## config.mk

```make
export PLATFORM = sky130hd
export DESIGN_NAME = reservation_station
export DESIGN_NICKNAME = d
export VERILOG_FILES = /design/src/rtl/reservation_station_pkg.sv /design/src/rtl/reservation_station_rs_select.sv /design/src/rtl/reservation_station.sv
export SDC_FILE = /design/constraint.sdc
export NUM_CORES = 1
export LEC_CHECK = 0
export CORE_ASPECT_RATIO = 0.7
export CORE_MARGIN = 4
export CORE_UTILIZATION = 34
export DETAILED_ROUTE_END_ITERATION = 16
export PLACE_DENSITY_LB_ADDON = 0.15
export SYNTH_ARGS = -nofsm -noshare
export SYNTH_HDL_FRONTEND = slang
export SYNTH_SLANG_ARGS = --single-unit
```

## constraint.sdc

```tcl
create_clock -name clk -period 10.6 [get_ports clk]
set_input_delay 1.06 -clock clk [delete_from_list [all_inputs] [get_ports clk]]
set_output_delay 1.06 -clock clk [all_outputs]
set_load 0.01 [all_outputs]
```

## src/rtl/reservation_station_pkg.sv

```systemverilog
// rtl/reservation_station_pkg.sv - shared sizes and packet/entry types for the reservation station
package reservation_station_pkg;

  localparam int RS_ENTRIES = 4;
  localparam int NUM_PREGS  = 64;
  localparam int NUM_WB     = 2;
  localparam int PW         = $clog2(NUM_PREGS);

  typedef struct packed {
    logic [3:0]    op;
    logic [5:0]    rob_id;
    logic [PW-1:0] dst_preg;
    logic [PW-1:0] src1_preg;
    logic [PW-1:0] src2_preg;
  } disp_packet_t;

  typedef struct packed {
    disp_packet_t pkt;
    logic         src1_rdy;
    logic         src2_rdy;
  } rs_entry_t;

endpackage

```

## src/rtl/reservation_station_rs_select.sv

```systemverilog
// rtl/reservation_station_rs_select.sv - combinational oldest-ready picker over an age matrix
module rs_select #(
  parameter int N = 4
) (
  input  logic [N-1:0]        req,
  input  logic [N-1:0][N-1:0] age,
  output logic [N-1:0]        grant,
  output logic                any
);

  // age[j][i] = 1 means entry j was allocated before entry i
  always_comb begin
    grant = '0;
    for (int i = 0; i < N; i++) begin
      grant[i] = req[i];
      for (int j = 0; j < N; j++) begin
        if (j != i && req[j] && age[j][i]) grant[i] = 1'b0;
      end
    end
  end

  assign any = |req;

endmodule

```

## src/rtl/reservation_station.sv

```systemverilog
// rtl/reservation_station.sv - out-of-order reservation station; RS_DISPATCH_BYPASS_EN adds zero-cycle dispatch-to-issue
module reservation_station
  import reservation_station_pkg::*;
#(
  parameter int RS_ENTRIES = reservation_station_pkg::RS_ENTRIES,
  parameter int NUM_PREGS  = reservation_station_pkg::NUM_PREGS,
  parameter int NUM_WB     = reservation_station_pkg::NUM_WB
) (
  input  logic                                 clk,
  input  logic                                 rst,
  input  logic                                 flush,
  input  logic                                 disp_valid,
  output logic                                 disp_ready,
  input  disp_packet_t                         disp_pkt,
  input  logic                                 disp_src1_rdy,
  input  logic                                 disp_src2_rdy,
  input  logic [NUM_WB-1:0]                    wb_valid,
  input  logic [NUM_WB*$clog2(NUM_PREGS)-1:0]  wb_preg,
  output logic                                 issue_valid,
  output disp_packet_t                         issue_pkt,
  input  logic                                 issue_ready,
  output logic [$clog2(RS_ENTRIES+1)-1:0]      rs_count
);

  localparam int TW = $clog2(NUM_PREGS);
  localparam int IW = $clog2(RS_ENTRIES);
  localparam int CW = $clog2(RS_ENTRIES+1);

  logic [RS_ENTRIES-1:0]                 valid;
  rs_entry_t                             ent [RS_ENTRIES];
  logic [RS_ENTRIES-1:0][RS_ENTRIES-1:0] age;
  logic [CW-1:0]                         count;

  logic [RS_ENTRIES-1:0] wake1, wake2, req, grant;
  logic                  disp_w1, disp_w2, new_r1, new_r2;
  logic                  any_rdy, disp_fire, alloc, stored_issue;
  logic [IW-1:0]         alloc_idx;
  disp_packet_t          sel_pkt;

  // Tag match of every broadcast port against stored and incoming sources
  always_comb begin
    disp_w1 = 1'b0;
    disp_w2 = 1'b0;
    wake1   = '0;
    wake2   = '0;
    for (int k = 0; k < NUM_WB; k++) begin
      if (wb_valid[k]) begin
        if (wb_preg[k*TW +: TW] == disp_pkt.src1_preg) disp_w1 = 1'b1;
        if (wb_preg[k*TW +: TW] == disp_pkt.src2_preg) disp_w2 = 1'b1;
        for (int i = 0; i < RS_ENTRIES; i++) begin
          if (wb_preg[k*TW +: TW] == ent[i].pkt.src1_preg) wake1[i] = 1'b1;
          if (wb_preg[k*TW +: TW] == ent[i].pkt.src2_preg) wake2[i] = 1'b1;
        end
      end
    end
  end

  always_comb begin
    alloc_idx = '0;
    for (int i = RS_ENTRIES-1; i >= 0; i--) begin
      if (!valid[i]) alloc_idx = IW'(i);
    end
  end

  always_comb begin
    for (int i = 0; i < RS_ENTRIES; i++) begin
      req[i] = valid[i] && ent[i].src1_rdy && ent[i].src2_rdy;
    end
  end

  rs_select #(.N(RS_ENTRIES)) u_select (
    .req   (req),
    .age   (age),
    .grant (grant),
    .any   (any_rdy)
  );

  always_comb begin
    sel_pkt = '0;
    for (int i = 0; i < RS_ENTRIES; i++) begin
      if (grant[i]) sel_pkt = ent[i].pkt;
    end
  end

  assign disp_ready   = (count < CW'(RS_ENTRIES));
  assign disp_fire    = disp_valid && disp_ready;
  assign new_r1       = disp_src1_rdy || disp_w1;
  assign new_r2       = disp_src2_rdy || disp_w2;
  assign stored_issue = any_rdy && issue_ready;
  assign rs_count     = count;

`ifdef RS_DISPATCH_BYPASS_EN
  logic bypass;
  // Stored ready entries always take priority over the incoming packet
  assign bypass      = !any_rdy && disp_fire && new_r1 && new_r2;
  assign issue_valid = any_rdy || bypass;
  assign issue_pkt   = any_rdy ? sel_pkt : disp_pkt;
  assign alloc       = disp_fire && !(bypass && issue_ready);
`else
  assign issue_valid = any_rdy;
  assign issue_pkt   = sel_pkt;
  assign alloc       = disp_fire;
`endif

  always_ff @(posedge clk) begin
    if (rst || flush) begin
      valid <= '0;
      count <= '0;
    end else begin
      for (int i = 0; i < RS_ENTRIES; i++) begin
        if (valid[i]) begin
          ent[i].src1_rdy <= ent[i].src1_rdy || wake1[i];
          ent[i].src2_rdy <= ent[i].src2_rdy || wake2[i];
        end
        if (stored_issue && grant[i]) valid[i] <= 1'b0;
      end
      if (alloc) begin
        valid[alloc_idx] <= 1'b1;
        ent[alloc_idx]   <= '{pkt: disp_pkt, src1_rdy: new_r1, src2_rdy: new_r2};
        // Newcomer is younger than everything currently held
        for (int j = 0; j < RS_ENTRIES; j++) begin
          age[j][alloc_idx] <= 1'b1;
        end
        age[alloc_idx] <= '0;
      end
      count <= count + CW'(alloc) - CW'(stored_issue);
    end
  end

endmodule

```

==> run summary, run 1 <==
Figures from the flow reports.

STA:
- The run gives the post-route worst setup slack as approximately 5.6 ns.
- Across all hold checks on the routed design, the worst slack comes to between 0.5 and 0.6 ns.
- The run puts the shortest period the worst path allows at ~5.0 ns.
- OpenROAD reports that the post-layout worst path occupies between 40% and 50% of the period.
- Setup repair after global routing left no endpoint under its margin.
- The run gives the setup TNS after final layout as 0 ns.
- The run gives the setup violation total in the final timing report as 0.
- Counting endpoints that fail hold in the final report gives 0.
- The run gives the final setup skew as about 0.0073 ns.
- Measured against its own limit, the worst slew margin works out to about 28%.

Status:
- The flow ran to the end, and the final reports show no timing, DRC or antenna violations.

Synth:
- The synthesis run shows multiplexers occupying less than 1% of the cell area.
- The run gives the summed instance area of the synthesized netlist as ~7000 µm².
- Synthesis produced a netlist with a net count of 591.
- The run gives the library cell with the largest summed area after synthesis as sky130_fd_sc_hd__edfxtp_1.
- The run gives the count of unique library cells instantiated by Yosys as 38.
- The commonest cells after synthesis are sky130_fd_sc_hd__edfxtp_1, sky130_fd_sc_hd__xnor2_1, sky130_fd_sc_hd__xor2_1.
- The run gives the total cells reported by yosys after synthesis as approximately 540.
- Per the synth log, the flip-flop and latch total comes to between 100 and 150.
- The run puts the synthesis warning total at 0.
- Per the synthesis report, the simple-gate share of the synthesized area is between 10% and 20%.
- According to the Yosys statistics, the synthesized design has a chip area of 6980 µm².
- The run gives the synthesized area divided by synthesized cell count as 13.0 µm².
- The run gives the most common flop cell mapped by yosys as sky130_fd_sc_hd__edfxtp_1.
- Per the synthesis report, the adder-cell share of the synthesized area is less than 1%.
- The run puts the synthesized netlist cell count at 539.
- Yosys mapped a number of flops with a built-in enable equal to 132.
- The run puts the xor and xnor fraction of the mapped netlist area at 15.3%.
- By area, the combinational part of the netlist is dominated by XOR/XNOR gates.
- Sorting the synthesis cell report by count puts at the top sky130_fd_sc_hd__edfxtp_1.
- The run gives the share of synthesized registers carrying an async set or reset as 0%.
- The synthesis report lists the most area-consuming cells as sky130_fd_sc_hd__edfxtp_1, sky130_fd_sc_hd__xnor2_1, sky130_fd_sc_hd__xor2_1, sky130_fd_sc_hd__a221oi_2, sky130_fd_sc_hd__o31ai_1.

Clock network:
- Clock tree synthesis selected as its root buffer the cell sky130_fd_sc_hd__clkbuf_16.
- The run puts the post-CTS setup buffer count at 0.
- The run puts the CTS clock-pin slew for the worst setup and hold paths at approximately 0.060 ns.
- The run puts the quantity of hold-fixing buffers added after cts at 0.
- The run puts the H-tree depth at 4.
- Clock latency on the worst-skew pair, taken at its later pin, is roughly 0.43 ns.
- TritonCTS built the clock tree.
- The run gives the number of sinks handled by clock tree synthesis as 139.
- The run puts the maximum clock path buffer count at 2.

Detailed routing:
- The run puts the final antenna-violating net count at 0.
- The run gives the via total after detailed routing as roughly 4700.
- For this run, design rule violations remaining after detail routing come to 0.
- Dividing the detail-routed via count by the number of cells gives approximately 5.3.
- In this run, the number of DRC markers left after iteration 0 of detailed routing was approximately 460.
- Per the detail_route report, routed wire per instance is around 22 µm.
- The run puts the first-pass iteration count of the detailed router at 5.

Setup path:
- The timing report attributes the biggest portion of critical-path delay to simple AND/OR/NAND/NOR gates.
- The run puts the register-to-register setup slack at around 7.6 ns.
- STA classifies the critical path endpoint as an output pin.
- The run puts the data required time at the worst endpoint at about 9.5 ns.
- The critical path in this run is classified as register to output pin.
- The run gives the largest fanout on the critical path as 15.
- The run gives the reg-to-reg endpoint as rs_count[2]$_SDFF_PP0_.
- The run gives the type of origin of the critical path as a register.
- The run gives the worst reg-to-reg path cell count as 10.
- On the worst path, the slowest cell contributes a delay of slightly above 0.9 ns.
- The run gives the worst endpoint data arrival time as 3.95 ns.
- The critical path goes through and3_1 > a22oi_1 > and4b_1 > buf_4 > a221oi_1 > o31ai_1 > clkdlybuf4s50_1.
- For reference, the critical path is captured by issue_pkt[27].

Die:
- The run gives the vertical die size as 128 µm.
- The run gives the total die size as 22900 µm².
- The run puts the horizontal die dimension at about 180 µm.
- The run puts the placeable core area at 20000 µm².
- The run puts the number of top-level pins at 82.

Global routing:
- The run gives the all-layer global routing usage as 17.6%.
- Entering global routing, the biggest net connects ~58 pins.
- The run gives the global-route wire length before repair as approximately 30000 µm.
- The run gives the via count of the first global-routing pass as between 4000 and 5000.
- The run puts the final global-route overflow total at 0.

Placed design:
- The run gives the final weighted congestion in routability-driven placement as between 0.8 and 0.9.
- The run puts the number of port buffers at about 81.
- The run puts the instance count after placement with tap cells included at about 860.

Power and ir drop:
- The run puts the power density of the placed cells at approximately 150 nW/µm².
- The run gives the overall power after layout as roughly 1300 µW.
- The run gives the static power due to leakage as ~0.0027 µW.

Layout:
- The run puts the final instance count without filler cells at 893.
- The run puts the final design instance area without fill at between 8000 and 9000 µm².
- The run gives the synthesis-to-layout area growth as 23.0%.
- The library cells used most frequently in the layout, excluding fill and tap cells, are sky130_fd_sc_hd__edfxtp_1, sky130_fd_sc_hd__clkdlybuf4s50_1, sky130_fd_sc_hd__xnor2_1.
- The number of antenna diodes in the final layout is 0.

Min path:
- The startpoint identified for the worst hold timing path is rs_count[2]$_SDFF_PP0_.
- Looking at the hold checks, the worst path lands on rs_count[2]$_SDFF_PP0_.
- Along the worst hold path, the cell count comes to 2.

Job:
- The run puts the number of maximum-capacitance violations at 0.
==> run 1: layer usage <==
metal	GRT usage, %	vias to the layer above	wire, µm
met5	0	-	0
met4	6.18	0	362
met3	4.69	22	1320
met2	25.0	179	8370
met1	25.8	2382	9480
li1	-	2164	-
==> run 1: report_power, final <==
part / switching (µW) / internal, µW / leakage (µW)
logic: 50.7 / 41.6 / 0.00122
registers: 4.97 / 608 / 0.00124
clock network: 258 / 331 / 0.000281
==> run 1: registers in the layout, summed over array words and instances, names as in the netlist, named ones only <==
signal and cells:
age 4, rs_count 3, ent 120, valid 4
==> run 1: cell type report <==
type	instances	area, µm²
fillers	1876	11400
flip-flops and latches	139	4100
multi-input cells	352	2650
repair buffers	90	878
clock buffers	17	425
well taps	270	338
clock inverters	15	154
inverters	10	37.5
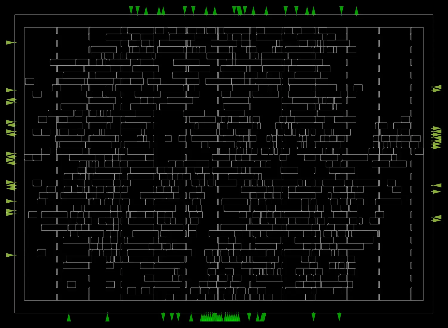
*Placement view, run 1*
utilization after layout: 42.9%
# rows: 43

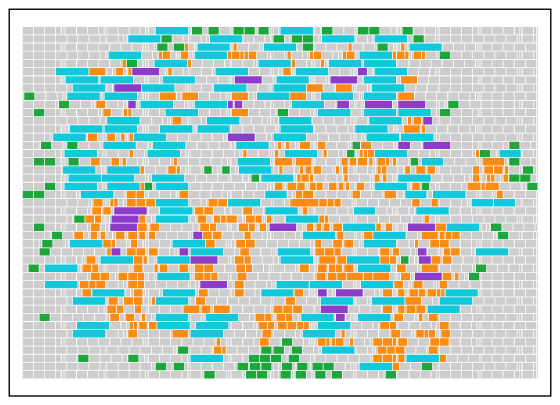
*Placed cells, one color a class, run 1*
Fill, decap, tap and diode cells in gray.
Key: orange = remaining logic cells [cells 362, share of their area 33%]; purple = clock drivers and dummy loads [cells 32, share of their area 7.0%]; green = remaining buffers and delay cells [cells 90, share of their area 11%]; cyan = registers [cells 139, share of their area 50%]

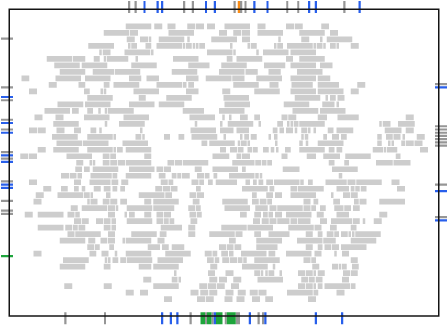
*Pin placement, run 1*
Pins as bars across the die edge, other pins in gray.
Key: orange = `issue_ready` [pins 1, direction input, edge top]; green = `wb_preg` [pins 12, direction input, edge 11 bottom, 1 left]; blue = `issue_pkt` [pins 28, direction output, edge 10 top, 8 bottom, 7 left, 3 right]
All pins by edge: 29 bottom, 21 top, 19 left, 13 right.

### Routed metal, one color a layer, run 1

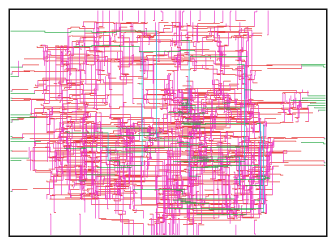

==> inputs of run 2 (changes only) <==
==> constraint.sdc (replaced) <==
create_clock -name clk -period 4.6 [get_ports clk]
set_input_delay 0.46 -clock clk [delete_from_list [all_inputs] [get_ports clk]]
set_output_delay 0.46 -clock clk [all_outputs]
set_load 0.01 [all_outputs]
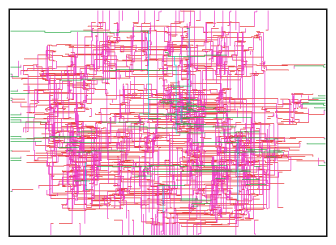
*Routed metal, one color a layer, run 2*
Key: red = M1 [wire length 9700 µm]; cyan = M4 [wire length 212 µm]; magenta = M2 [wire length 8770 µm]; green = M3 [wire length 1250 µm]

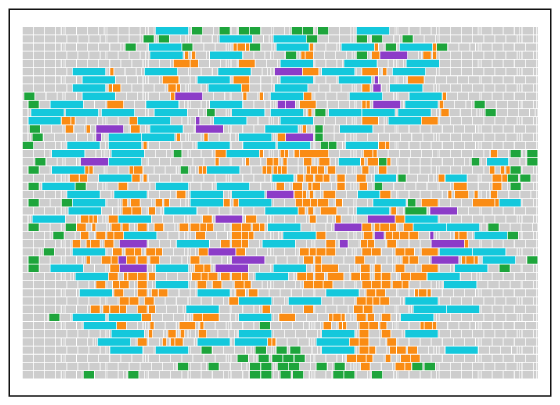
*Placed cells, one color a class, run 2*
Fill, decap, tap and diode cells in gray.
Key: orange = remaining logic cells [cells 362, share of their area 32%]; cyan = registers [cells 139, share of their area 50%]; purple = clock drivers and dummy loads [cells 30, share of their area 7.0%]; green = remaining buffers and delay cells [cells 94, share of their area 11%]
fraction of area in registers: 47.6%
utilization after layout: 43.1%
area of the placeable core: 20000 µm²

==> run 2 against run 1 <==
Against the previous run: cell area increased by 0.42%; global-route usage rose by 0.34 points; synthesized area did not move; sequential share of layout area shrank 0.20 points; first-iteration DRC count down 1.3%; clock skew up 0.0032 ns; synthesized cell count unchanged; register-to-register slack lost 6.0 ns; worst hold slack worse by 0.015 ns; critical path type unchanged.
==> run summary, run 2 <==
Figures from the flow reports.

STA:
- The run gives the transition at the pin with the smallest max-transition slack as about 1.1 ns.
- The run gives the setup TNS after final layout as 0 ns.
- The run puts the final-layout worst hold slack at between 0.5 and 0.6 ns.
- After layout, the worst path uses 85.3% of the clock period.
- The run gives the setup violation total in the final timing report as 0.
- Setup repair after global routing left no endpoint under its margin.
- The final timing report gives a worst setup slack of ~0.67 ns.
- The run puts the final number of hold-violating endpoints at 0.
- The run gives the final setup skew as around 0.010 ns.
- The run puts the relative slew slack at about a quarter.
- The worst path in the final design needs a cycle of 3.93 ns, including I/O delays and setup.

Synth:
- The run gives the post-synthesis net count as about 590.
- The run puts the area share of the largest cell type after synthesis at ~57%.
- The post-synth register bit count is 139.
- The run gives the synthesized area divided by synthesized cell count as around 13 µm².
- The gate-level netlist out of Yosys references 38 unique cell types.
- The run gives the most frequent cell after synthesis as sky130_fd_sc_hd__edfxtp_1.
- The run puts the synthesis warning total at 0.
- The run puts the synthesized netlist cell count at approximately 540.
- Per the synth stats, the proportion of register bits with asynchronous set or reset is 0%.
- The run puts the total cells reported by yosys after synthesis at 539.
- Yosys reports that the most numerous cell types are sky130_fd_sc_hd__edfxtp_1, sky130_fd_sc_hd__xnor2_1, sky130_fd_sc_hd__xor2_1.
- After synthesis, the largest family of logic cells by area is XOR/XNOR gates.
- The most used flip-flop cell after synthesis is sky130_fd_sc_hd__edfxtp_1.
- The synthesis run shows multiplexers occupying 0.287% of the cell area.
- The synthesized netlist devotes less than 1% of its cell area to adder and majority cells.
- The cell-mix breakdown from Yosys lists the simple-gate area share as 10.4%.
- The run gives the summed instance area of the synthesized netlist as approximately 7000 µm².
- The run gives the chip area from the yosys synthesis statistics as 6980 µm².
- The run puts the complex-gate fraction of the synthesized area at a little over a tenth.
- Of all cell types, the one taking the most synthesized area is sky130_fd_sc_hd__edfxtp_1.
- The run gives the xor and xnor fraction of the mapped netlist area as 15.3%.
- The main area contributors are sky130_fd_sc_hd__edfxtp_1, sky130_fd_sc_hd__xnor2_1, sky130_fd_sc_hd__xor2_1, sky130_fd_sc_hd__a221oi_2, sky130_fd_sc_hd__o31ai_1.
- The run gives the portion of the post-synthesis area used by sequential elements as between 50 and 60%.
- Counting flops with a built-in enable in the synthesized netlist gives 132.

Layout:
- Compared with the post-synthesis result, the final layout area differs by 23.5%.
- The run gives the final design instance area without fill as 8630 µm².
- Ranked by flip-flop count, first place goes to ent.
- The run puts the final instance count without filler cells at approximately 900.
- The run gives the flip-flop count of the largest register, all copies and words added as 120.
- The largest registers in the layout are ent (120), age (4), valid (4).
- The run gives the share of layout cells above drive strength 1 as about 11%.
- The run gives the number of antenna diodes as 0.
- The top cell types in the final layout, fill and taps aside, are sky130_fd_sc_hd__edfxtp_1, sky130_fd_sc_hd__clkdlybuf4s50_1, sky130_fd_sc_hd__xnor2_1.

Global routing:
- The run gives the final global-route overflow total as 0.
- Entering global routing, the biggest net connects 58 pins.
- Global routing used between 20% and 30% of the available met2 tracks.
- The global routing stage identified its most utilized layer as met2.
- The run gives the via count of the first global-routing pass as roughly 4900.
- The first global-routing pass estimated 30400 µm of wire.
- Global routing used under 10% of the available met3 tracks.
- The global routing report lists met1 layer usage as between 20% and 30%.
- Overall routing resource usage recorded by global route was between 10% and 20%.

Status:
- The run finished with clean final reports.

Clock network:
- The run gives the post-CTS setup buffer count as 0.
- TritonCTS built the clock tree.
- The run gives the quantity of hold-fixing buffers added after cts as 0.
- The run gives the worst-skew pair later-pin latency as approximately 0.42 ns.
- The run gives the number of sinks handled by clock tree synthesis as 139.
- The H-tree was split into 4 levels.
- The longest clock path from root to sink contains 2 buffers.
- Clock tree synthesis selected as its root buffer the cell sky130_fd_sc_hd__clkbuf_16.
- The timing report gives the clock slew at the launch and capture registers of the worst setup and hold paths as 0.06 ns.

Min path:
- The run gives the worst hold-check path type as register to register.
- The run gives the hold-critical path depth as 2.
- The run gives the endpoint of the worst hold path as rs_count[2]$_SDFF_PP0_.
- Per the hold report, the tightest min-delay path originates at rs_count[2]$_SDFF_PP0_.

Die:
- The run puts the vertical die size at 128 µm.
- The initialized floorplan defines about 43 standard-cell rows.
- The die covers around 23000 µm².
- The run gives the number of top-level pins as 82.
- The run puts the horizontal die dimension at about 180 µm.

Setup path:
- Tracing the worst setup path back leads to its startpoint at valid[1]$_SDFF_PP0_.
- Counting buffers and inverters, the worst setup path is 6 cells deep.
- The capture point of the worst register-to-register path is recorded as rs_count[2]$_SDFF_PP0_.
- The run gives the worst endpoint data arrival time as ~3.5 ns.
- The critical path maximum fanout is 17.
- Following the worst setup path forward leads to its endpoint at issue_pkt[13].
- The run gives the buffer-and-inverter tally for the worst setup path as 2.
- The worst setup path is captured at an output pin.
- The run gives the worst reg-to-reg path cell count as 10.
- The run puts the delay contributed by the slowest stage of the critical path at between 0.6 and 0.7 ns.
- In this run the critical path is formed by and3_1 > a221o_1 > buf_4 > nor2_1 > o31ai_1 > clkdlybuf4s50_1.
- The worst setup path is launched from a register.
- The run puts the data required time at the worst endpoint at slightly above 4 ns.
- The run gives the cell family contributing the most delay on the critical path as AND-OR/OR-AND gates.
- The worst setup path is of the register to output pin kind.
- The run puts the register-to-register setup slack at roughly 1.7 ns.

Power and ir drop:
- The run gives the power density of the placed cells as ~350 nW/µm².
- IR analysis of the VDD net gives a maximum drop of around 220 µV.
- The leakage power in the latest report is between 0.002 and 0.003 µW.
- The run puts the overall power after layout at about 3000 µW.

Detailed routing:
- The run gives the detailed-routed wire length on met2 as just under 9000 µm.
- The run puts the average wire per standard cell at 22.3 µm.
- The detailed router put a total of roughly 9700 µm of wire on met1.
- The run puts the initial detailed-routing violation count at about 460.
- TritonRoute reported its final design rule violation total as 0.
- The run gives the length of routed met3 wiring as about 1300 µm.
- The detailed router used layers up to and including met4.
- The run puts the first-pass iteration count of the detailed router at 5.
- The run gives the number of vias per cell after detailed routing as approximately 5.4.
- The run gives the final antenna-violating net count as 0.
- The run puts the via total after detailed routing at roughly 4800.

Job:
- The run puts the number of maximum-capacitance violations at 0.

Placed design:
- The run puts the cell area reported after detailed placement at 8050 µm².
- The run gives the number of port buffers as roughly 80.
- The run puts the final weighted congestion in routability-driven placement at 0.831.
- Per the placement report, the placed cell count is roughly 870.
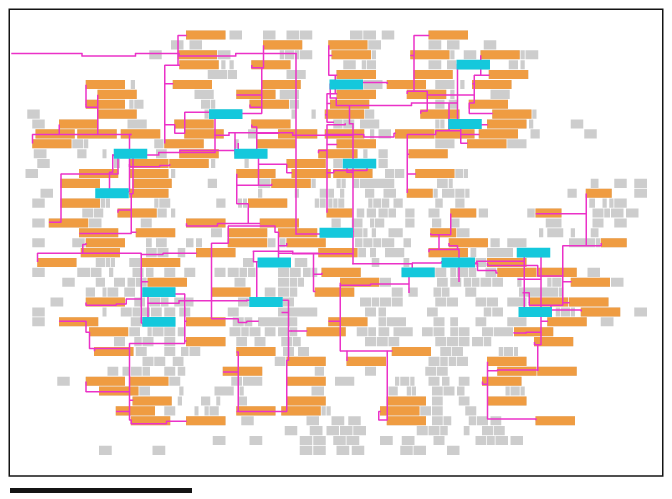
*Clock distribution, run 2*
Scale bar: 50 µm.
Key: magenta = clock wires [length 1860 µm]; cyan = clock-net drivers [count 17]; orange = flip-flops [count 139]
Position of the flops: widely spread. There are 18 routed clock nets.

run 2: layout make-up:
type | instances | area (µm²)
timing repair buffer | 94 | 921
clock inverter | 12 | 150
fill | 1822 | 11400
inverter | 10 | 37.5
clock buffer | 18 | 429
sequential | 139 | 4100
tap | 270 | 338
multi-input combinational | 352 | 2650
run 2: report_power, final:
| part | switching, µW | total, µW | internal (µW) | leakage, µW |
|---|---|---|---|---|
| Sequential | 12.5 | 1410 | 1400 | 0.00124 |
| Combinational | 113 | 210 | 97.0 | 0.00125 |
| Clock | 521 | 1360 | 843 | 0.000269 |
| Total | 646 | 2990 | 2340 | 0.00276 |
### Placement view, run 2

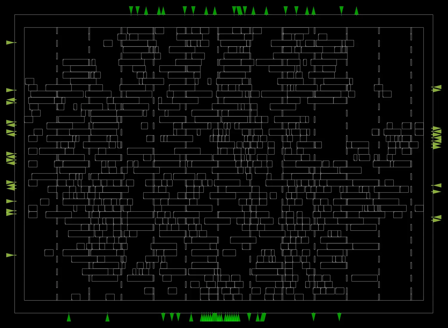

==> inputs of run 3 (changes only) <==
--- a/config.mk
+++ b/config.mk
@@ -6,10 +6,11 @@
 export NUM_CORES = 1
 export LEC_CHECK = 0
 export CORE_ASPECT_RATIO = 0.7
-export CORE_MARGIN = 4
+export CORE_MARGIN = 2
 export CORE_UTILIZATION = 34
 export DETAILED_ROUTE_END_ITERATION = 16
 export PLACE_DENSITY_LB_ADDON = 0.15
 export SYNTH_ARGS = -nofsm -noshare
 export SYNTH_HDL_FRONTEND = slang
+export SYNTH_HIERARCHICAL = 1
 export SYNTH_SLANG_ARGS = --single-unit
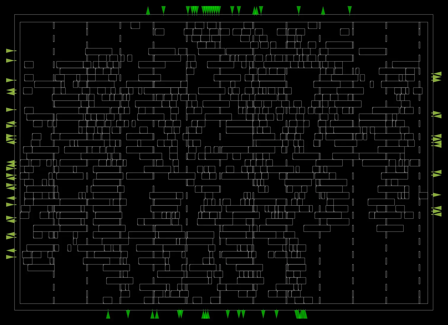
*Placement view, run 3*
flip-flops: 139
number of tap instances: 270
utilization after layout: 42.9%
Final Instance Count excl. Fillers: 927
Layout fillers: 1890

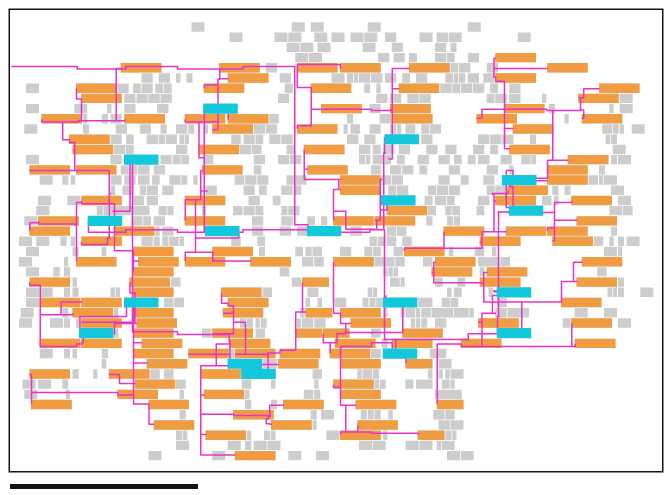
*Clock distribution, run 3*
Scale bar: 50 µm.
Key: orange = flip-flops [count 139]; cyan = clock-net drivers [count 17]; magenta = clock wires [length 1890 µm]
There are 18 routed clock nets.

==> run 3 against run 2 <==
Against the previous run: critical path depth rose by 4; worst setup slack improved by 0.18 ns; clock power fell by 7%; largest cell class unchanged; clock-buffer cell count did not move.
==> run summary, run 3 <==
Figures from the flow reports.

Synth:
- The run gives the summed instance area of the synthesized netlist as slightly below 7000 µm².
- When the netlist entered floorplanning its net count stood at roughly 620.
- The run puts the synthesized netlist cell count at about 570.
- The run gives the synthesis warning total as 6.
- The run gives the synthesized area divided by synthesized cell count as 12.1 µm².

Die:
- The run puts the vertical die size at ~120 µm.
- The run gives the starting density of the core as between 30% and 40%.
- The run gives the total die size as 21300 µm².
- The floorplan step defined a core boundary enclosing ~20000 µm².
- The run gives the count of standard-cell rows as ~43.
- The die is between 150 and 200 µm wide.
- The run gives the number of top-level pins as ~80.

Setup path:
- The run puts the buffer-and-inverter tally for the worst setup path at 2.
- Looking at the critical path, the highest net fanout was 17.
- The run gives the reg-to-reg endpoint as rs_count[2]$_SDFF_PP0_.
- The run gives the critical setup path kind as register to output pin.
- STA classifies the critical path startpoint as a register.
- For the worst flop-to-flop path, the logic depth is 10.
- Among cell families on the critical path, the largest total delay comes from simple AND/OR/NAND/NOR gates.
- The run gives the worst endpoint data arrival time as 3.29 ns.
- STA classifies the critical path endpoint as an output pin.
- The signal on the critical path passes through and3_1 > a22oi_1 > and3_2 > nor2b_2 > buf_4 > a22oi_1 > nor2_1 > a21oi_1 > o21ai_1 > clkdlybuf4s50_1.
- The run puts the delay contributed by the slowest stage of the critical path at around 0.61 ns.
- The run puts the register-to-register setup slack at ~1.6 ns.
- STA puts the critical path data required time at 4.14 ns.

Layout:
- The run puts the share of layout cells above drive strength 1 at 9.28%.
- The largest registers in the layout are ent (120), age (4), valid (4).
- The register with the most flip-flops in the layout has around 120 of them.
- The run puts the number of antenna diodes at 0.
- The run puts the synthesis-to-layout area growth at 23.7%.
- The top cell type in the final layout, fill and taps aside, is sky130_fd_sc_hd__edfxtp_1.
- The library cells used most frequently in the layout, excluding fill and tap cells, are sky130_fd_sc_hd__edfxtp_1, sky130_fd_sc_hd__clkdlybuf4s50_1, sky130_fd_sc_hd__xnor2_1.
- The run gives the register name with the most flops as ent.
- Summing all non-filler instances in the final layout gives an area of 8490 µm².

STA:
- The run puts the final number of hold-violating endpoints at 0.
- Setup repair after global routing left no endpoint under its margin.
- Across all hold checks on the routed design, the worst slack comes to 0.558 ns.
- In the final timing run, aggregate negative setup slack is 0 ns.
- For this run, the final setup violation count is recorded as 0.
- The run gives the post-route worst setup slack as between 0.8 and 0.9 ns.
- The run puts the relative slew slack at between 10% and 20%.
- After layout, the setup clock skew is reported as between 0.009 and 0.01 ns.
- The final timing summary puts the cycle share of the worst path at between 80% and 90%.
- The clock period could shrink to around 3.7 ns.
- The run gives the transition at the pin with the smallest max-transition slack as about 1.2 ns.

Power and ir drop:
- The run gives the cell-internal power as around 2200 µW.
- The run gives the power group with the largest share as registers.
- The run gives the power drawn by the sequential cells as 1410 µW.
- The run puts the static power due to leakage at 0.00273 µW.
- The run gives the power share of the combinational group as under 10%.
- The run gives the switching component of the power as around 650 µW.
- The design draws around 2900 µW.
- The run puts the power in combinational cells at 211 µW.
- In this run the VDD rail shows a maximum IR drop of about 210 µV.
- Dividing total power by cell area gives a power density of 339 nW/µm².
- The run puts the sequential share of power at 49.0%.
- Per the breakdown, switching nets consume a little under a quarter of all power.
- Per report_power, the clock group accounts for 43.7% of the total.
- The run puts the clock network power at ~1300 µW.

Placed design:
- The run gives the final weighted congestion in routability-driven placement as about 0.82.
- The run puts the number of port buffers at slightly above 80.
- The placement stage leaves a total instance area of roughly 8000 µm².
- The run gives the instance count after placement with tap cells included as roughly 900.

Job:
- The run gives the number of maximum-capacitance violations as 0.

Status:
- The flow ran to the end, and the final reports show no timing, DRC or antenna violations.

Global routing:
- The run puts the global-route wire length before repair at about 28000 µm.
- The run puts the met3 track utilization from global routing at between 4 and 5%.
- Entering global routing, the biggest net connects about 58 pins.
- The run gives the met2 track utilization from global routing as around 25%.
- The run gives the number of antenna violations at the first check in global routing as 0.
- The run puts the all-layer global routing usage at between 10% and 20%.
- The run gives the busiest layer in global routing as met1.
- The run gives the via count of the first global-routing pass as 4791.
- For this run the aggregate overflow at the end of global routing stands at 0.
- The run gives the met1 track demand over resource in global routing as 27.4%.

Clock network:
- The post-CTS hold buffer count recorded in the log is 0.
- The run gives the worst-skew pair later-pin latency as between 0.4 and 0.5 ns.
- The run puts the post-CTS setup buffer count at 0.
- TritonCTS built the clock tree.
- The run gives the maximum clock path buffer count as 2.
- In this run the clock root is driven by a sky130_fd_sc_hd__clkbuf_16.
- The run puts the H-tree depth at 4.
- The run puts the CTS clock-pin slew for the worst setup and hold paths at approximately 0.06 ns.
- CTS saw around 140 sinks.

Min path:
- The launch point of the worst min-delay path is recorded as rs_count[2]$_SDFF_PP0_.
- The run gives the hold-critical path depth as 2.
- The run gives the worst hold-check path type as register to register.
- The run gives the endpoint of the worst hold path as rs_count[2]$_SDFF_PP0_.

Detailed routing:
- The run puts the average wire per standard cell at about 20 µm.
- The run puts the length of routed met3 wiring at 1040 µm.
- The run gives the first-pass iteration count of the detailed router as 6.
- The run gives the wire length the detailed router placed on met1 as 9520 µm.
- After detailed routing, the number of remaining DRC violations is 0.
- The run gives the number of vias per cell after detailed routing as 5.12.
- The run puts the final antenna-violating net count at 0.
- The run puts the detailed-routed wire length on met2 at between 7000 and 8000 µm.
- The run gives the aggregate routed wire length as between 15000 and 20000 µm.
- In this run the top signal layer used is met4.
- The run puts the initial detailed-routing violation count at slightly below 400.
- The run gives the via total after detailed routing as ~4700.
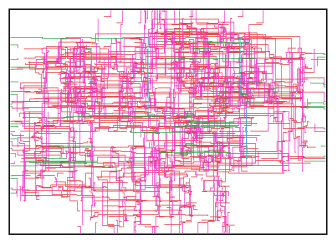
*Routed metal, one color a layer, run 3*
Key: green = M3 [wire length 1040 µm]; red = M1 [wire length 9520 µm]; cyan = M4 [wire length 199 µm]; magenta = M2 [wire length 7750 µm]

==> run 3: worst max-delay path by stage <==
stage | start | endpoint | cells past startpoint
floorplan | ent[1][0]$_DFFE_PP_ | rs_count[2]$_SDFF_PP0_ | 11
global placement | valid[2]$_SDFF_PP0_ | issue_pkt[8] | 10
detailed placement | valid[2]$_SDFF_PP0_ | issue_pkt[3] | 10
CTS | valid[2]$_SDFF_PP0_ | issue_pkt[4] | 10
global route | valid[2]$_SDFF_PP0_ | issue_pkt[4] | 10
finish | valid[2]$_SDFF_PP0_ | issue_pkt[23] | 10
==> run 3: final cells by class <==
class	instances	area, µm²
repair buffers	93	901
well taps	270	338
flip-flops and latches	139	4100
fillers	1890	11300
clock buffers	18	429
inverters	9	36.3
multi-input cells	385	2580
clock inverters	13	104
Power and IR drop assume default switching activity.
